gates.png
Drawn at 1.5 px/µm.
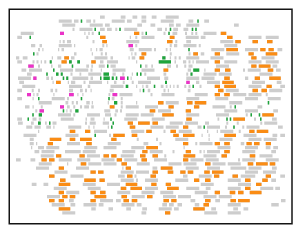
clock_nets.png
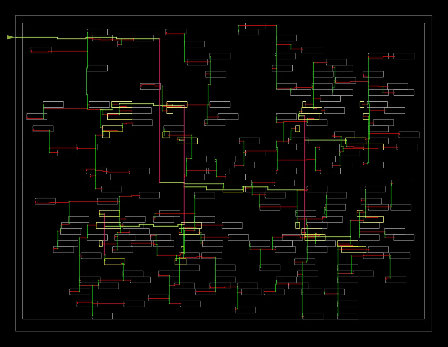
m3.png
Drawn at 2 px/µm.
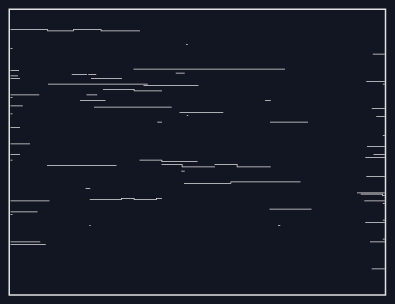
layers.png
Drawn at 1.5 px/µm.
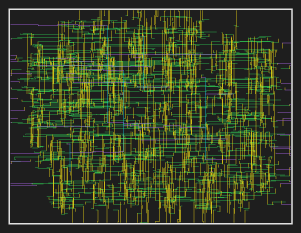
clock_wires.png
Drawn at 2 px/µm.
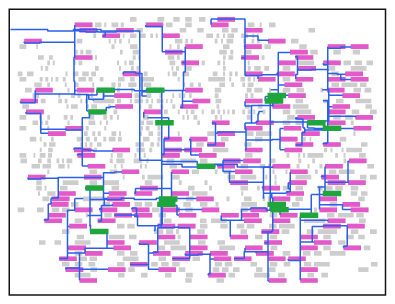
<file path="src/rtl/inst_prefetch_buffer.sv">
// Instruction prefetch buffer: sequential halfword fetches over a req/ack
// memory handshake, queued with their PCs and handed to decode via valid/ready.
module inst_prefetch_buffer #(
  parameter int          DEPTH    = 4,
  parameter logic [15:0] RESET_PC = 16'h0000,
  parameter logic [15:0] PC_STEP  = 16'd2
) (
  input  logic        clk,
  input  logic        rst_n,
  input  logic        redirect_valid,
  input  logic [15:0] redirect_pc,
  output logic        imem_req,
  output logic [15:0] imem_addr,
  input  logic        imem_ack,
  input  logic [15:0] imem_rdata,
  output logic        inst_valid,
  output logic [15:0] inst_data,
  output logic [15:0] inst_pc,
  input  logic        inst_ready
);

  localparam int AW = (DEPTH > 1) ? $clog2(DEPTH) : 1;
  localparam int CW = AW + 1;
  localparam logic [CW-1:0] FULL = CW'(DEPTH);

  typedef enum logic [1:0] {IDLE, FETCH, DRAIN} state_t;

  state_t        state;
  logic [15:0]   fetch_pc;
  logic [15:0]   req_addr;
  logic [15:0]   mem_data [DEPTH];
  logic [15:0]   mem_pc   [DEPTH];
  logic [AW-1:0] wr_ptr;
  logic [AW-1:0] rd_ptr;
  logic [CW-1:0] count;
  logic [CW-1:0] count_next;
  logic [15:0]   target_pc;
  logic [15:0]   step_pc;
  logic          push;
  logic          pop;

  assign target_pc = {redirect_pc[15:1], 1'b0};
  assign step_pc   = fetch_pc + PC_STEP;

  // Data returning in the same cycle as a redirect belongs to the old stream.
  assign push = (state == FETCH) && imem_ack && !redirect_valid;
  assign pop  = inst_valid && inst_ready && !redirect_valid;

  always_comb begin
    count_next = count;
    if (redirect_valid)
      count_next = '0;
    else if (push && !pop)
      count_next = count + 1'b1;
    else if (pop && !push)
      count_next = count - 1'b1;
  end

  // The request address is held in req_addr so a redirect during an
  // outstanding request can retarget fetch_pc without disturbing the bus.
  always_ff @(posedge clk or negedge rst_n) begin
    if (!rst_n) begin
      state    <= IDLE;
      fetch_pc <= RESET_PC;
      req_addr <= RESET_PC;
      imem_req <= 1'b0;
    end else begin
      case (state)
        IDLE: begin
          if (redirect_valid) begin
            fetch_pc <= target_pc;
            req_addr <= target_pc;
            imem_req <= 1'b1;
            state    <= FETCH;
          end else if (count < FULL) begin
            req_addr <= fetch_pc;
            imem_req <= 1'b1;
            state    <= FETCH;
          end
        end
        FETCH: begin
          if (redirect_valid) begin
            fetch_pc <= target_pc;
            if (imem_ack)
              req_addr <= target_pc;
            else
              state <= DRAIN;
          end else if (imem_ack) begin
            fetch_pc <= step_pc;
            req_addr <= step_pc;
            if (count_next >= FULL) begin
              imem_req <= 1'b0;
              state    <= IDLE;
            end
          end
        end
        DRAIN: begin
          if (redirect_valid)
            fetch_pc <= target_pc;
          if (imem_ack) begin
            req_addr <= redirect_valid ? target_pc : fetch_pc;
            state    <= FETCH;
          end
        end
        default: begin
          imem_req <= 1'b0;
          state    <= IDLE;
        end
      endcase
    end
  end

  always_ff @(posedge clk or negedge rst_n) begin
    if (!rst_n) begin
      wr_ptr <= '0;
      rd_ptr <= '0;
      count  <= '0;
      for (int i = 0; i < DEPTH; i++) begin
        mem_data[i] <= '0;
        mem_pc[i]   <= '0;
      end
    end else begin
      count <= count_next;
      if (redirect_valid) begin
        wr_ptr <= '0;
        rd_ptr <= '0;
      end else begin
        if (push) begin
          mem_data[wr_ptr] <= imem_rdata;
          mem_pc[wr_ptr]   <= fetch_pc;
          wr_ptr           <= wr_ptr + 1'b1;
        end
        if (pop)
          rd_ptr <= rd_ptr + 1'b1;
      end
    end
  end

  assign imem_addr  = req_addr;
  assign inst_valid = (count != '0);
  assign inst_data  = mem_data[rd_ptr];
  assign inst_pc    = mem_pc[rd_ptr];

endmodule
</file>
<file path="config.mk">
export PLATFORM = sky130hd
export DESIGN_NAME = inst_prefetch_buffer
export DESIGN_NICKNAME = d
export VERILOG_FILES = /design/src/rtl/inst_prefetch_buffer.sv
export SDC_FILE = /design/constraint.sdc
export NUM_CORES = 1
export LEC_CHECK = 0
export CELL_PAD_IN_SITES_DETAIL_PLACEMENT = 1
export CELL_PAD_IN_SITES_GLOBAL_PLACEMENT = 2
export CORE_ASPECT_RATIO = 0.75
export CORE_MARGIN = 3
export CORE_UTILIZATION = 33
export DETAILED_ROUTE_END_ITERATION = 10
export GPL_TIMING_DRIVEN = 0
export PLACE_DENSITY_LB_ADDON = 0.1
export SYNTH_ARGS = -nofsm -noshare
export SYNTH_HDL_FRONTEND = slang
export SYNTH_SLANG_ARGS = --single-unit
</file>
<file path="constraint.sdc">
create_clock -name clk -period 3.95 [get_ports clk]
set_input_delay 0.395 -clock clk [delete_from_list [all_inputs] [get_ports clk]]
set_output_delay 0.395 -clock clk [all_outputs]
set_load 0.02 [all_outputs]
</file>
==> metrics.cfg <==
[pwr]
leakagePower_nw = 4.341
p_comb_mw = 3.09
power_switching_mw = 2.567
p_total_mw = 7.510
internal_power_mw = 4.943
power_frac_seq = 0.361
pg_seq_mw = 2.71
powerDensity_nw_per_um2 = 748.0
ir_drop_mv = 0.3346
power_frac_comb = 0.411
swShare = 0.3418
power.group.top = combinational cells

[logic_synthesis]
synth.cells.most_frequent = dfrtp_1, mux2_2, nand2_1
top_area_frac = 0.5222
ys_sh_mux = 0.2722
fp_nets = 680
edf_count = 0
yosysCellCount = 635
yosys_area_um2 = 8147
yosys.cell_types.count = 60
syn_area_per_cell_um2 = 12.83
syn_area_um2 = 8147
synth-main-ff-cell = dfrtp_1
synthArstFlopShare = 1.000
postSynthSeqShare = 0.5222
syn_inst = 635
area_leaders = dfrtp_1, mux2_2, mux4_2
synth_dominant_cell_count = dfrtp_1
simple_gate_share = 0.07741
yosysWarnings = 0
synth.logic.top_family = multiplexers
xor_share = 0.009676
synth_area_leader_cell = dfrtp_1
synthAdderAreaFrac = 0.01352
aoi_share = 0.07157
synth_flops = 170

[grt]
grtUsageMet1 = 0.2479
grt_remaining_overflow = 0
grt_use_met2 = 0.2698
met3_usage = 0.03520
grt_max_degree = 123
grt_pass1_vias = 6067
antenna_found_initial = 0
top_usage_layer = met2
grt_pass1_wl_mm = 35.18

[sta]
worst_slack_ns = 0.7787
tns_ns = 0
period_minus_slack_ns = 3.171
clock.fmax_mhz = 315.3
hold_ws_ns = 0.4752
worst_pin_slew_ns = 0.7875
setup_viol = 0
final-hold-violation-count = 0
relSlewSlack = 0.4750
slew_viol_final = 0
rsz0062_at_grt = no
fin_crit_sh = 0.8029

[place]
place_area_um2 = 9434
portBuffers = 84
gp_congestion = 0.7985
dp_slack_ns = 1.156
dp_hpwl_mm = 16.06
place_inst = 1051

[cells_and_area]
final_util = 0.4167
dominant-cell-class = sequential cells
fill_cells = 2519
reg_top3 = mem_data x64, mem_pc x64
seq_area_um2 = 4254
drive_gt1_frac = 0.2975
finish.instance_area_um2 = 10040
nets = 785
clk_share = 0.05932
buf_share = 0.1103
signal_buffers = 135
areaGrowthSynthToFinish_pct = 23.24
logic_area_um2 = 3620
diodes = 0
lay_top_cells = dfrtp_1, mux2_2, clkdlybuf4s50_1
inverters = 13
sh_seq_area = 0.4237
comb_cells = 403

[critical_path]
path_depth = 4
path_class = reg -> out
ff2ff_path_depth = 7
reg2reg_slack_ns = 1.75
worstPathArrival_ns = 2.78
critPathRequiredTime_ns = 3.56
cp_top_family = buffers and inverters
endpoint = inst_pc[5]
crit_buf_inv = 3
worstPathCellList = clkbuf_1 -> buf_2 -> mux4_2 -> clkdlybuf4s50_1
slowest_stage = mux4_2
max_stage_delay_ns = 0.62
rr_endpoint = fetch_pc[5]
crit_start = rd_ptr[0]
crit_fanout = 10
r2r_start = state[1]
cp-start-kind = register
crit_path_end_kind = output pin

[floorplan]
design.die.area_um2 = 26630
taps = 331
std_cell_rows = 49
initial_core_util = 0.3381
die_x_um = 187.4
core_area_um2 = 24090
dieHeight_um = 142.1
io_pins = 87

[drt]
met2_wirelength_mm = 10.16
drc_errors = 0
wl_met3_um = 859
routedLengthMet1_mm = 10.90
drt_pass1_iterations = 4
via_per_inst = 5.125
dr.max_layer_used = met4
drt_iter0_markers = 215
postRouteAntennaNets = 0

[flow_run]
max-cap-violations = 0
log.warning_count = 34

[cts]
cts_max_path_buffers = 2
cts_buffers = 17
postCtsSetupRepairBufs = 0
clk_pin_slew_ns = 0.06
postCtsHoldBufs = 1
cts_tree = done
post_cts_resized = 0
clockRootBuffer = clkbuf_16
htree_num_levels = 4

[outcome]
status = finished, final reports clean

[min_path]
hp-class = in -> async

## Picture notes: gates.png
legend:
  mux cells:
    colour: orange
    cells: 166
    most_used: mux2_2
    where: spread over the die
  nand cells:
    colour: green
    cells: 66
    most_used: nand2_1
  non-inverting ao/oa cells:
    colour: magenta
    cells: 11
logic share of the area: 0.3605
final std cells w/o fill: 1084
Commonest Layout Cell: dfrtp_1

## Picture notes: clock_nets.png
Seq cells: 170
clock buf count: 21
clk_skew: 0.01322 ns
Sink Count: 170

## Picture notes: m3.png
main direction: horizontal
wire length on this layer: 860 µm
share of all routed wire: 3.9%
longest straight run: 75.4 µm
nets with wire on the layer: 51

## Picture notes: layers.png
legend:
  M1:
    colour: green
    wire_length: 10900 µm
  M2:
    colour: yellow
    wire_length: 10200 µm
  M3:
    colour: purple
    wire_length: 860 µm
  M4:
    colour: cyan
    wire_length: 226 µm
GRT Util Overall: 0.1722
routed len/inst: 20.43 µm
detailed-route via count: 5555
Post-Route WL: 22.14 mm

## Picture notes: clock_wires.png
legend:
  flip-flops:
    colour: magenta
    count: 170
  clock-net drivers:
    colour: green
    count: 17
  clock wires:
    colour: blue
    length: 2320 µm
routed clock nets: 18
clock group power: 1.71 mW
Clk network pwr share: 0.228
Clk Latency, worst-skew pair: 0.43 ns

Power is estimated from default activity; no workload was simulated.
